## config.mk

```make
export PLATFORM = sky130hd
export DESIGN_NAME = trap_csr_unit_flat
export DESIGN_NICKNAME = d
export VERILOG_FILES = /design/src/rtl/trap_pkg.sv /design/src/rtl/trap_csr_unit_if.sv /design/src/rtl/trap_csr_unit_csr_regfile.sv /design/src/rtl/trap_csr_unit.sv /design/src/flat_wrapper.sv
export SDC_FILE = /design/constraint.sdc
export NUM_CORES = 1
export LEC_CHECK = 0
export ABC_AREA = 0
export CAP_MARGIN = 15
export CORE_ASPECT_RATIO = 1.25
export CORE_MARGIN = 4
export CORE_UTILIZATION = 30
export CTS_BUF_LIST = sky130_fd_sc_hd__clkbuf_8
export CTS_CLUSTER_SIZE = 16
export DETAILED_ROUTE_END_ITERATION = 10
export GPL_TIMING_DRIVEN = 0
export SKIP_LAST_GASP = 1
export SLEW_MARGIN = 40
export SYNTH_ARGS = -nofsm -noshare
export SYNTH_HDL_FRONTEND = slang
export SYNTH_SLANG_ARGS = --single-unit
```

## constraint.sdc

```tcl
create_clock -name clk -period 8.5 [get_ports clk]
set_input_delay 2.125 -clock clk [delete_from_list [all_inputs] [get_ports clk]]
set_output_delay 2.125 -clock clk [all_outputs]
set_load 0.02 [all_outputs]
```

## src/rtl/trap_pkg.sv

```systemverilog
// ---------------------------------------------------------------------------
// trap_pkg
// Shared definitions for the machine-mode trap sequencer and its CSR file:
//   - CSR address constants for the five implemented machine CSRs
//   - trap cause codes raised by the pipeline control unit
//   - CSR operation encodings and the read/modify/write helper
//   - the trap sequencer FSM state enum
// ---------------------------------------------------------------------------
package trap_pkg;

  localparam logic [11:0] CSR_MTVEC    = 12'h305;
  localparam logic [11:0] CSR_MSCRATCH = 12'h340;
  localparam logic [11:0] CSR_MEPC     = 12'h341;
  localparam logic [11:0] CSR_MCAUSE   = 12'h342;
  localparam logic [11:0] CSR_MTVAL    = 12'h343;

  typedef enum logic [3:0] {
    CAUSE_NONE      = 4'd0,
    CAUSE_EBREAK    = 4'd1,
    CAUSE_USER_BRK  = 4'd2,
    CAUSE_DIV_ZERO  = 4'd3,
    CAUSE_MEM_FAULT = 4'd4,
    CAUSE_DECODE    = 4'd5
  } trap_cause_e;

  typedef enum logic [1:0] {
    CSR_OP_READ  = 2'b00,
    CSR_OP_WRITE = 2'b01,
    CSR_OP_SET   = 2'b10,
    CSR_OP_CLEAR = 2'b11
  } csr_op_e;

  typedef enum logic [2:0] {
    ST_IDLE    = 3'd0,
    ST_T_FLUSH = 3'd1,
    ST_T_REDIR = 3'd2,
    ST_HANDLER = 3'd3,
    ST_R_FLUSH = 3'd4,
    ST_R_REDIR = 3'd5,
    ST_HALT    = 3'd6
  } trap_state_e;

  // New CSR value for a given operation; a read-only op returns the old value.
  function automatic logic [31:0] csr_rmw(input logic [1:0] op,
                                          input logic [31:0] old_val,
                                          input logic [31:0] src);
    logic [31:0] res;
    res = old_val;
    case (op)
      CSR_OP_WRITE: res = src;
      CSR_OP_SET:   res = old_val | src;
      CSR_OP_CLEAR: res = old_val & ~src;
      default:      res = old_val;
    endcase
    return res;
  endfunction

endpackage

```

## src/rtl/trap_csr_unit_if.sv

```systemverilog
// ---------------------------------------------------------------------------
// trap_csr_unit_if
// Bundle between the pipeline (master) and the trap/CSR unit (slave).
//   Pipeline -> unit : trap_req, trap_cause, trap_epc, trap_tval, mret_req,
//                      csr_we, csr_op, csr_addr, csr_wdata
//   Unit -> pipeline : csr_rdata, csr_illegal, flush, redirect_valid,
//                      redirect_pc, trap_ack, in_trap, cpu_halt
// ---------------------------------------------------------------------------
interface trap_csr_unit_if;

  logic        trap_req;
  logic [3:0]  trap_cause;
  logic [31:0] trap_epc;
  logic [31:0] trap_tval;
  logic        mret_req;
  logic        csr_we;
  logic [1:0]  csr_op;
  logic [11:0] csr_addr;
  logic [31:0] csr_wdata;
  logic [31:0] csr_rdata;
  logic        csr_illegal;
  logic        flush;
  logic        redirect_valid;
  logic [31:0] redirect_pc;
  logic        trap_ack;
  logic        in_trap;
  logic        cpu_halt;

  modport master (
    output trap_req, trap_cause, trap_epc, trap_tval, mret_req,
           csr_we, csr_op, csr_addr, csr_wdata,
    input  csr_rdata, csr_illegal, flush, redirect_valid, redirect_pc,
           trap_ack, in_trap, cpu_halt
  );

  modport slave (
    input  trap_req, trap_cause, trap_epc, trap_tval, mret_req,
           csr_we, csr_op, csr_addr, csr_wdata,
    output csr_rdata, csr_illegal, flush, redirect_valid, redirect_pc,
           trap_ack, in_trap, cpu_halt
  );

endinterface

```

## src/rtl/trap_csr_unit_csr_regfile.sv

```systemverilog
// ---------------------------------------------------------------------------
// csr_regfile
// Machine CSR storage (mscratch, mtvec, mepc, mcause, mtval) with address
// decode, read/modify/write, illegal-address detection and a trap latch port.
// Ports:
//   clk, rstn               clock, async active-low reset
//   csr_we/op/addr/wdata    CSR instruction from EX
//   write_allow             sequencer permits a CSR write this edge
//   latch_en/epc/cause/tval trap capture strobe and values (beats CSR writes)
//   csr_rdata, csr_illegal  combinational pre-write read data / bad address
//   mtvec, mepc, mcause     current values for redirect target generation
// ---------------------------------------------------------------------------
module csr_regfile
  import trap_pkg::*;
#(
  parameter logic [31:0] MTVEC_RESET = 32'h0000F000
) (
  input  logic        clk,
  input  logic        rstn,
  input  logic        csr_we,
  input  logic [1:0]  csr_op,
  input  logic [11:0] csr_addr,
  input  logic [31:0] csr_wdata,
  input  logic        write_allow,
  input  logic        latch_en,
  input  logic [31:0] latch_epc,
  input  logic [3:0]  latch_cause,
  input  logic [31:0] latch_tval,
  output logic [31:0] csr_rdata,
  output logic        csr_illegal,
  output logic [31:0] mtvec,
  output logic [31:0] mepc,
  output logic [31:0] mcause
);

  logic [31:0] mscratch_q, mscratch_d;
  logic [31:0] mtvec_q,    mtvec_d;
  logic [31:0] mepc_q,     mepc_d;
  logic [31:0] mcause_q,   mcause_d;
  logic [31:0] mtval_q,    mtval_d;

  logic        addr_known;
  logic [31:0] old_val;
  logic [31:0] new_val;
  logic        do_write;

  // Address decode: csr_rdata follows csr_addr even without csr_we, unknown
  // addresses read as zero.
  always_comb begin
    addr_known = 1'b1;
    old_val    = 32'd0;
    case (csr_addr)
      CSR_MSCRATCH: old_val = mscratch_q;
      CSR_MTVEC:    old_val = mtvec_q;
      CSR_MEPC:     old_val = mepc_q;
      CSR_MCAUSE:   old_val = mcause_q;
      CSR_MTVAL:    old_val = mtval_q;
      default:      addr_known = 1'b0;
    endcase
  end

  assign csr_rdata   = old_val;
  assign csr_illegal = csr_we & ~addr_known;
  assign new_val     = csr_rmw(csr_op, old_val, csr_wdata);
  assign do_write    = csr_we & write_allow & addr_known & (csr_op != CSR_OP_READ);

  // Next-state: trap capture takes precedence over any CSR instruction write.
  // mepc is kept word aligned on every path into it.
  always_comb begin
    mscratch_d = mscratch_q;
    mtvec_d    = mtvec_q;
    mepc_d     = mepc_q;
    mcause_d   = mcause_q;
    mtval_d    = mtval_q;
    if (latch_en) begin
      mepc_d   = latch_epc & ~32'h3;
      mcause_d = {28'd0, latch_cause};
      mtval_d  = latch_tval;
    end else if (do_write) begin
      case (csr_addr)
        CSR_MSCRATCH: mscratch_d = new_val;
        CSR_MTVEC:    mtvec_d    = new_val;
        CSR_MEPC:     mepc_d     = new_val & ~32'h3;
        CSR_MCAUSE:   mcause_d   = new_val;
        CSR_MTVAL:    mtval_d    = new_val;
        default: ;
      endcase
    end
  end

  // CSR state registers.
  always_ff @(posedge clk or negedge rstn) begin
    if (!rstn) begin
      mscratch_q <= 32'd0;
      mtvec_q    <= MTVEC_RESET;
      mepc_q     <= 32'd0;
      mcause_q   <= 32'd0;
      mtval_q    <= 32'd0;
    end else begin
      mscratch_q <= mscratch_d;
      mtvec_q    <= mtvec_d;
      mepc_q     <= mepc_d;
      mcause_q   <= mcause_d;
      mtval_q    <= mtval_d;
    end
  end

  assign mtvec  = mtvec_q;
  assign mepc   = mepc_q;
  assign mcause = mcause_q;

endmodule

```

## src/rtl/trap_csr_unit.sv

```systemverilog
// ---------------------------------------------------------------------------
// trap_csr_unit
// Machine-mode trap sequencer. Accepts a trap from pipeline control, latches
// mepc/mcause/mtval, flushes and redirects fetch to the handler; on mret
// flushes and redirects back to mepc. A trap while the handler is running
// halts the CPU until reset. Also serves CSR instructions via csr_regfile.
// Ports:
//   clk, rstn   clock, async active-low reset
//   bus         trap_csr_unit_if.slave: trap request, mret, CSR access in;
//               CSR read data, flush, redirect, trap_ack, in_trap, cpu_halt out
// ---------------------------------------------------------------------------
module trap_csr_unit
  import trap_pkg::*;
#(
  parameter logic [31:0] MTVEC_RESET = 32'h0000F000,
  parameter int          NUM_CAUSES  = 16
) (
  input logic            clk,
  input logic            rstn,
  trap_csr_unit_if.slave bus
);

  trap_state_e state_q, state_d;

  logic        trap_valid;
  logic        write_allow;
  logic        latch_en;
  logic [31:0] mtvec;
  logic [31:0] mepc;
  logic [31:0] mcause;
  logic [31:0] handler_pc;

  logic        flush;
  logic        redirect_valid;
  logic [31:0] redirect_pc;
  logic        trap_ack;
  logic        in_trap;
  logic        cpu_halt;

  // Cause 0 and out-of-range causes are not traps at all.
  assign trap_valid = bus.trap_req && (bus.trap_cause != 4'd0) &&
                      ({28'd0, bus.trap_cause} < 32'(NUM_CAUSES));

  // Vectored mode (mtvec[0]) offsets the base by 4 bytes per cause code.
  assign handler_pc = {mtvec[31:2], 2'b00} +
                      (mtvec[0] ? {mcause[29:0], 2'b00} : 32'd0);

  csr_regfile #(
    .MTVEC_RESET (MTVEC_RESET)
  ) u_csr_regfile (
    .clk         (clk),
    .rstn        (rstn),
    .csr_we      (bus.csr_we),
    .csr_op      (bus.csr_op),
    .csr_addr    (bus.csr_addr),
    .csr_wdata   (bus.csr_wdata),
    .write_allow (write_allow),
    .latch_en    (latch_en),
    .latch_epc   (bus.trap_epc),
    .latch_cause (bus.trap_cause),
    .latch_tval  (bus.trap_tval),
    .csr_rdata   (bus.csr_rdata),
    .csr_illegal (bus.csr_illegal),
    .mtvec       (mtvec),
    .mepc        (mepc),
    .mcause      (mcause)
  );

  // Next-state and Moore outputs. CSR writes are only allowed while the
  // pipeline is running normally (IDLE or HANDLER) and no trap is being
  // taken on the same edge, so a colliding trap always wins.
  always_comb begin
    state_d        = state_q;
    flush          = 1'b0;
    redirect_valid = 1'b0;
    redirect_pc    = MTVEC_RESET;
    trap_ack       = 1'b0;
    in_trap        = 1'b0;
    cpu_halt       = 1'b0;
    write_allow    = 1'b0;
    latch_en       = 1'b0;
    case (state_q)
      ST_IDLE: begin
        write_allow = ~trap_valid;
        if (trap_valid) begin
          latch_en = 1'b1;
          state_d  = ST_T_FLUSH;
        end
      end
      ST_T_FLUSH: begin
        flush    = 1'b1;
        trap_ack = 1'b1;
        state_d  = ST_T_REDIR;
      end
      ST_T_REDIR: begin
        redirect_valid = 1'b1;
        redirect_pc    = handler_pc;
        state_d        = ST_HANDLER;
      end
      ST_HANDLER: begin
        in_trap     = 1'b1;
        write_allow = ~trap_valid;
        if (trap_valid) begin
          state_d = ST_HALT;
        end else if (bus.mret_req) begin
          state_d = ST_R_FLUSH;
        end
      end
      ST_R_FLUSH: begin
        flush   = 1'b1;
        in_trap = 1'b1;
        state_d = ST_R_REDIR;
      end
      ST_R_REDIR: begin
        redirect_valid = 1'b1;
        redirect_pc    = mepc;
        state_d        = ST_IDLE;
      end
      ST_HALT: begin
        flush    = 1'b1;
        cpu_halt = 1'b1;
      end
      default: state_d = ST_IDLE;
    endcase
  end

  // State register; reset aborts any sequence in flight without a redirect.
  always_ff @(posedge clk or negedge rstn) begin
    if (!rstn) begin
      state_q <= ST_IDLE;
    end else begin
      state_q <= state_d;
    end
  end

  assign bus.flush          = flush;
  assign bus.redirect_valid = redirect_valid;
  assign bus.redirect_pc    = redirect_pc;
  assign bus.trap_ack       = trap_ack;
  assign bus.in_trap        = in_trap;
  assign bus.cpu_halt       = cpu_halt;

endmodule

```

## src/flat_wrapper.sv

```systemverilog
// flat-port wrapper written by rule: the top's interface ports become plain ports
module trap_csr_unit_flat import trap_pkg::*;
#(
  parameter logic [31:0] MTVEC_RESET = 32'h0000F000,
  parameter int          NUM_CAUSES  = 16
)
  (clk, rstn, bus_trap_req, bus_trap_cause, bus_trap_epc, bus_trap_tval, bus_mret_req, bus_csr_we, bus_csr_op, bus_csr_addr, bus_csr_wdata, bus_csr_rdata, bus_csr_illegal, bus_flush, bus_redirect_valid, bus_redirect_pc, bus_trap_ack, bus_in_trap, bus_cpu_halt);
  trap_csr_unit_if bus_i ();
  input logic clk;
  input logic rstn;
  input wire logic [$bits(bus_i.trap_req)-1:0] bus_trap_req;
  input wire logic [$bits(bus_i.trap_cause)-1:0] bus_trap_cause;
  input wire logic [$bits(bus_i.trap_epc)-1:0] bus_trap_epc;
  input wire logic [$bits(bus_i.trap_tval)-1:0] bus_trap_tval;
  input wire logic [$bits(bus_i.mret_req)-1:0] bus_mret_req;
  input wire logic [$bits(bus_i.csr_we)-1:0] bus_csr_we;
  input wire logic [$bits(bus_i.csr_op)-1:0] bus_csr_op;
  input wire logic [$bits(bus_i.csr_addr)-1:0] bus_csr_addr;
  input wire logic [$bits(bus_i.csr_wdata)-1:0] bus_csr_wdata;
  output wire logic [$bits(bus_i.csr_rdata)-1:0] bus_csr_rdata;
  output wire logic [$bits(bus_i.csr_illegal)-1:0] bus_csr_illegal;
  output wire logic [$bits(bus_i.flush)-1:0] bus_flush;
  output wire logic [$bits(bus_i.redirect_valid)-1:0] bus_redirect_valid;
  output wire logic [$bits(bus_i.redirect_pc)-1:0] bus_redirect_pc;
  output wire logic [$bits(bus_i.trap_ack)-1:0] bus_trap_ack;
  output wire logic [$bits(bus_i.in_trap)-1:0] bus_in_trap;
  output wire logic [$bits(bus_i.cpu_halt)-1:0] bus_cpu_halt;
  assign bus_i.trap_req = bus_trap_req;
  assign bus_i.trap_cause = bus_trap_cause;
  assign bus_i.trap_epc = bus_trap_epc;
  assign bus_i.trap_tval = bus_trap_tval;
  assign bus_i.mret_req = bus_mret_req;
  assign bus_i.csr_we = bus_csr_we;
  assign bus_i.csr_op = bus_csr_op;
  assign bus_i.csr_addr = bus_csr_addr;
  assign bus_i.csr_wdata = bus_csr_wdata;
  assign bus_csr_rdata = bus_i.csr_rdata;
  assign bus_csr_illegal = bus_i.csr_illegal;
  assign bus_flush = bus_i.flush;
  assign bus_redirect_valid = bus_i.redirect_valid;
  assign bus_redirect_pc = bus_i.redirect_pc;
  assign bus_trap_ack = bus_i.trap_ack;
  assign bus_in_trap = bus_i.in_trap;
  assign bus_cpu_halt = bus_i.cpu_halt;
  trap_csr_unit #(.MTVEC_RESET(MTVEC_RESET), .NUM_CAUSES(NUM_CAUSES)) u_core (.clk(clk), .rstn(rstn), .bus(bus_i));
endmodule
```

==> Changelog: implementation <==
## Implementation

- Drt total wl: roughly 47000 um
- Hold buffers post-CTS: 0
- Tool Warnings: 28
- Yosys warnings: 0
- All-Layer GR Usage: 0.239
- Sequential fraction of design power: 0.413
- Top sig layer: met4
- Vias in the first global route: 11000
- GR met1 Demand/Resource: 0.305
- Comb gates: between 900 and 1000
- Flop count: 161
- Boundary pin count: between 150 and 200
- Placed cell count: roughly 1900
- Area share, top type: 0.369
- Buffers excl. clock: roughly 280
- Yosys Chip Area: 10600 um^2
- Async set-reset flop share out of synthesis: 1.00
- Tap cells: 468
- Startpoint types: register
- Syn avg cell area: about 8.4 um^2
- Port bufs: about 180
- Final Hold Viols: 0
- FF/Latch Area: a little over 4000 um^2
- R2R Setup Slk: between 5 and 6 ns
- Worst path depth: 12
- Finished Core Util: 0.391
- Sequential share of the synthesized area: 0.379
- Total Power: roughly 2600 uW
- Gr ovfl total: 0
- Detailed Routing Iterations Pass 1: 6
- Cell family with most CP delay: AND-OR/OR-AND gates
- Slew Viols, Final: 0
- # Cells Yosys: between 1000 and 1500
- Outcome: finished, final reports clean
- RSZ-0062 raised after global routing: no
- Hold/Removal Path Class: reg2reg
- Clock power share: 0.269
- Max_cap viols: 0
- DRT met1 WL: between 15000 and 20000 um
- Clk pwr: around 700 uW
- EDFF count, synth: 0
- Cell Rows: between 70 and 80
- Die H: approximately 220 um
- Endpoint with the worst hold slack: u_core.u_csr_regfile.mscratch_q[4]
- Global route hottest layer: met2
- Metal2 WL: 22200 um
- Tightest Pin Transition: approximately 0.86 ns
- Final setup violation count: 0
- Post-Synth XOR/XNOR Area: 0.0478
- Routed Antenna Nets: 0
- Layout Cells excl Fill: between 1500 and 2000
- Critical path's slowest cell: clkdlybuf4s50_1
- Fill cell count: approximately 3500
- Fin crit share: 0.867
- R2R cell count: 8
- Wire length on met3: 3130 um
- Die footprint: 38600 um^2
- Antenna violations before repair: 0
- Yosys simple share: 0.163
- Required @ worst endpoint: between 6 and 7 ns
- Met2 GRT Util: 0.390
- Vias per cell: 5.62
- Hold path cells: 2
- CTS tree: done
- R2R Path End: u_core.u_csr_regfile.mtval_q[20]
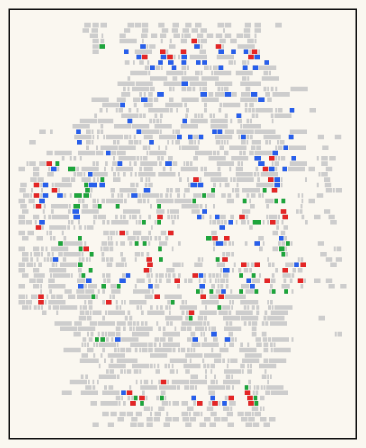
(images/gates.png)
legend:
  xor and xnor cells:
    color: red
    cells: 58
    most_used: xnor2_1
    where: all over the die
  and/or cells:
    color: green
    cells: 60
    most_used: and2_1
  non-inverting ao/oa cells:
    color: blue
    cells: 100
    most_used: o21a_1

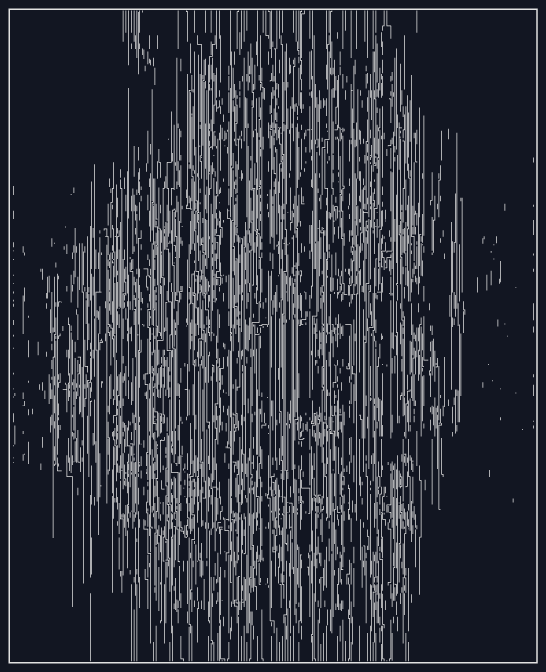
(images/m2.png)
main direction: vertical
longest straight run: 97.6 um
wire length on this layer: 22.2 mm

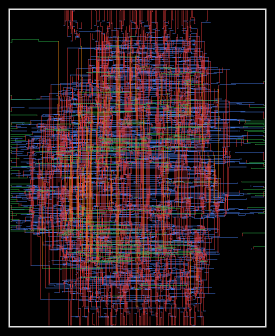
(images/layers.png)
legend:
  M3:
    color: green
    wire_length: 3130 um
  M4:
    color: orange
    wire_length: 2540 um
  M2:
    color: red
    wire_length: 22.2 mm
  M1:
    color: blue
    wire_length: 18900 um

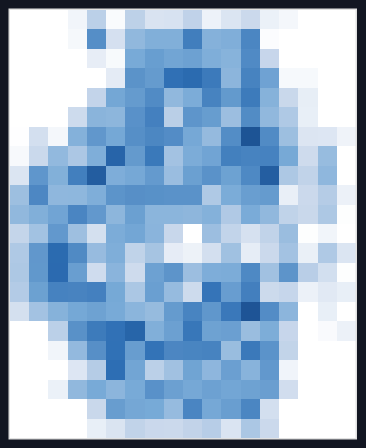
(images/util_map.png)
18 x 22 tiles, from white (low) to dark blue (high), 0 to 100% covered.
tiles over 75% full: 2.3%
mean over tiles: 34%
nearly empty tiles: 22%
emptiest ninth of the die: north-west

Power is estimated from default activity; no workload was simulated.
